==> config.mk <==
export PLATFORM = sky130hd
export DESIGN_NAME = ixu_sc_sched
export DESIGN_NICKNAME = d
export VERILOG_FILES = /design/src/rtl/ixu_pkg.sv /design/src/rtl/ixu_sched_select.sv /design/src/rtl/ixu_sc_sched.sv
export SDC_FILE = /design/constraint.sdc
export NUM_CORES = 1
export LEC_CHECK = 0
export ABC_CLOCK_PERIOD_IN_PS = 7580
export CAP_MARGIN = 20
export CORE_UTILIZATION = 55
export DETAILED_ROUTE_END_ITERATION = 16
export DONT_BUFFER_PORTS = 1
export GPL_TIMING_DRIVEN = 0
export PLACE_DENSITY = 0.79
export SLEW_MARGIN = 20
export SYNTH_ARGS = -nofsm -noshare
export SYNTH_HDL_FRONTEND = slang
export SYNTH_SLANG_ARGS = --single-unit
==> constraint.sdc <==
create_clock -name core_clock_i -period 7.58 [get_ports core_clock_i]
set_input_delay 1.516 -clock core_clock_i [delete_from_list [all_inputs] [get_ports core_clock_i]]
set_output_delay 1.516 -clock core_clock_i [all_outputs]
set_load 0.01 [all_outputs]
run_1/final_clocks.png
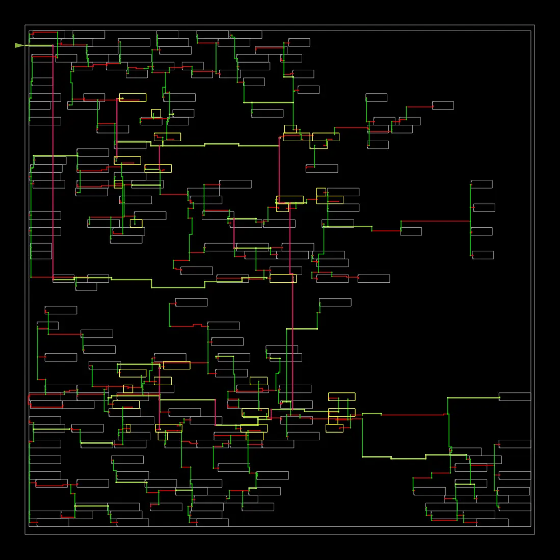
Num CTS Buffers: 17
clk latency late pin: 0.47 ns
clock sink count: 187
clkbuf count: 18
clk_skew: 0.0216 ns

run_1/met3.png
(3 px per µm)
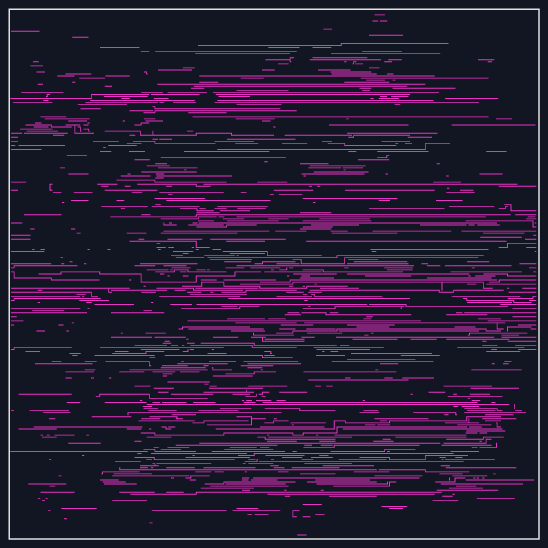
nets with wire on the layer	440
wire length on this layer	11100 µm
longest straight run	121 µm
share of all routed wire	15%
GRT met3 Usage: 0.184
final wirelength: 75000 µm
vias: 16830

run_1/drive_strength.png
(3 px per µm)
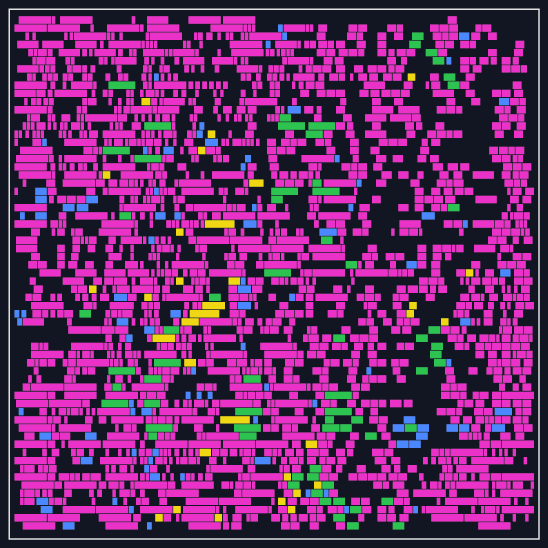
size	color	cells
drive 1 or less	magenta	1760
drive 2	blue	94
drive 6 and up	green	66
drive 3 to 4	yellow	32
buffers outside the clock class: 284
Synth-to-Final Area Change: 7.51%
final instance area: 17900 µm²
Final WS setup: 0.270 ns

run_1/wire_density.png
(2 px per µm) The die is cut into 35 by 35 equal tiles; black is low, pale yellow is high, scaled to the fullest tile. Values are wire area over tile area, all layers added.
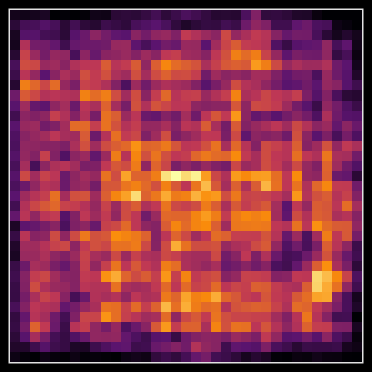
tiles over half the peak	35%
fullest tile	1.0
mean over tiles	0.44
emptiest ninth of the die	top right
densest ninth of the die	middle
nearly empty tiles	1.9%
DR WL/cell: 32.0 µm
Tot GR Track Use: 0.477

==> run summary <==
fresh numbers from the pnr run: status=finished clean, yosys stat cell total=1899, RSZ-0062 raised after global routing=no, vias in the first global route=roughly 16000, DRC Markers=0, global route hottest layer=met2, Starting DRT DRC Count=2670, Slew HR=0.156, worst vdd ir=343 µV, Post-synth seq share=0.313, clock-pin slew on the worst setup and hold paths=approximately 0.080 ns, core area=29700 µm², CTS tree=built, Final Setup Violations=0, max reg flops=between 150 and 200, fin crit period=7.31 ns, grt met1 use=0.579, Seq pwr share=0.190, top cells by area=edfxtp_1, xnor2_1, xor2_1, dfxtp_1, nor2_1, CP endpoint kind=register, Crit Path Max Fanout=19, synthesis area per yosys=16700 µm², area fraction in compound gates=0.185, r2r setup slk=0.35 ns, hpwl dp=55400 µm, Slew @ Worst Pin=between 1 and 1.5 ns, f_max=approximately 140 MHz, Final nets=about 2000, Max Root-Sink Buffers=2, Post-Synthesis Cell Area=16700 µm², total die size=31000 µm², simple share=0.173, initial antenna violation count=2, Required @ worst endpoint=between 7 and 8 ns, Slew Viols, Final=0, share of layout cells above drive strength 1=0.0984, Overflow after GRT=0, area leader, netlist=edfxtp_1, row cnt=63, syn avg cell area=8.77 µm², Post-Synth Adder-Cell Area=0.0101, global-route wire length before repair=105000 µm, CP startpoint kind=input port, Top Layout Cells=xnor2_1, nor2_1, xor2_1, CP Class=in -> reg, tool warnings=26, Final Hold Fails=0, Clk pwr share=0.102, Routed Antenna Nets=0, pre-CTS worst setup slack=-0.900 ns, distinct lib cells=81, GRT met2 Usage=0.710, Die X=176 µm, fill count=2591, ANT cells=0, hold path cells=2, H-tree levels=4, Power Dens Cells=518 nW/µm², routability cong.=1.04, Root Driver=clkbuf_16, Logic pwr share=0.708, Post-Syn Instances=1899, Registers, synthesis=187, Pre-antenna DRT Iters=6, Leak=6.16 nW, internal power=0.00414 W, Ys Warns=0, reg2reg path depth=21, yosys xor share=0.192, Commonest Layout Cell=xnor2_1, WP data arrival=7.33 ns, Top logic family=XOR/XNOR gates, Commonest flop=edfxtp_1, port bufs=0, Hold Slack=0.467 ns, mux share=0.0373, Final period util=0.964, Yosys top cell area share=0.265, die height=176 µm, worst min-delay path class=reg -> reg, Net Switching=just over 0.005 W, I/O pin total=90, CTS Hold Bufs=0, asr flop ratio synth=0, Max-Cap Viols=0, Sw Share=0.554, vias per cell=roughly 7, flip-flops with a built-in enable=147, largest net degree at the start of global routing=21, Initial Util=0.561
run 1: cells by family after synthesis:
kind of cell / count (synthesis)
AND-OR/OR-AND: 419
XOR/XNOR: 364
adder cells (fa/ha/maj): 11
buffers and inverters: 299
flip-flops: 187
multiplexers: 59
other: 1
AND/OR/NAND/NOR: 559
run 1: area by class of cell:
type | instances | area [µm²] | area share
sequential | 187 | 5220 | 0.291
buffer | 276 | 1400 | 0.0783
timing repair buffer | 8 | 75.1 | 0.00419
clock buffer | 18 | 429 | 0.0240
clock inverter | 14 | 166 | 0.00929
tap | 390 | 488 | 0.0272
multi-input combinational | 1426 | 10000 | 0.561
inverter | 23 | 86.3 | 0.00482
run 1: critical path, stage by stage:
cell      delay (ns)
buf_2           0.20
buf_1           0.43
nand4_1         0.21
nor4_1          0.09
o31ai_2         0.64
o32ai_4         0.25
nor4_4          0.38
inv_1           0.09
ha_1            0.28
clkbuf_1        0.40
inv_1           0.22
ha_1            0.27
nor2b_1         0.13
xnor3_1         0.20
nor2_1          0.05
mux2i_1         0.27
nand3b_1        0.30
clkinv_1        0.35
clkbuf_1        0.31
nor2_1          0.23
nand3_2         0.48
run 1: routing by layer:
layer	part of all wire	up-vias	wire, µm
met4	0.072	2	5430
met1	0.36	8046	26700
met2	0.42	1426	31700
li1	-	6986	-
met5	0.00017	-	13
met3	0.15	370	11100
run 1: power by group through the flow:
stage / Clock, W / Combinational, W / Sequential, W
after floorplan: 0 / 0.00447 / 0.00170
after global placement: 0 / 0.00604 / 0.00177
after detailed placement: 0 / 0.00616 / 0.00178
after CTS: 0.000928 / 0.00622 / 0.00175
after global routing: 0.000962 / 0.00696 / 0.00178
final: 0.000946 / 0.00657 / 0.00177
run 1: timing repair:
item / CTS / global route
pin swaps: 2 / 2
buffers inserted: 2 / 2
gates resized: 3 / 0
hold endpoints to repair: 0 / 0
setup endpoints to repair: 95 / 41
run 1: stage by stage:
step / setup TNS, ns / util / total power (W) / instance area [µm²] / cells
floorplan: 0 / - / 0.00617 / 16700 / 1912
global placement: -62.11 / 0.579 / 0.00781 / 17200 / 2302
finish: 0 / 0.603 / 0.00928 / 17900 / 2342
global route: 0 / 0.603 / 0.00970 / 17900 / 2342
CTS: 0 / 0.601 / 0.00890 / 17900 / 2338
detailed placement: -88.71 / 0.580 / 0.00794 / 17200 / 2304
run 1: synthesized netlist by cell type, types with 20 or more instances:
master / count
o221ai_1: 28
edfxtp_1: 147
a221oi_1: 49
xnor2_1: 188
inv_1: 22
a22oi_1: 76
o21ai_0: 77
nand3_1: 51
buf_1: 20
nand2_1: 78
a211oi_1: 66
buf_2: 35
buf_6: 35
mux2_2: 20
clkbuf_1: 164
nor2_1: 179
a21oi_1: 52
mux2i_1: 34
nor3_1: 45
xor2_1: 175
dfxtp_1: 40
nor4_1: 70
nand4_1: 64
No activity file was given, so power comes from the tool's default toggle rates.
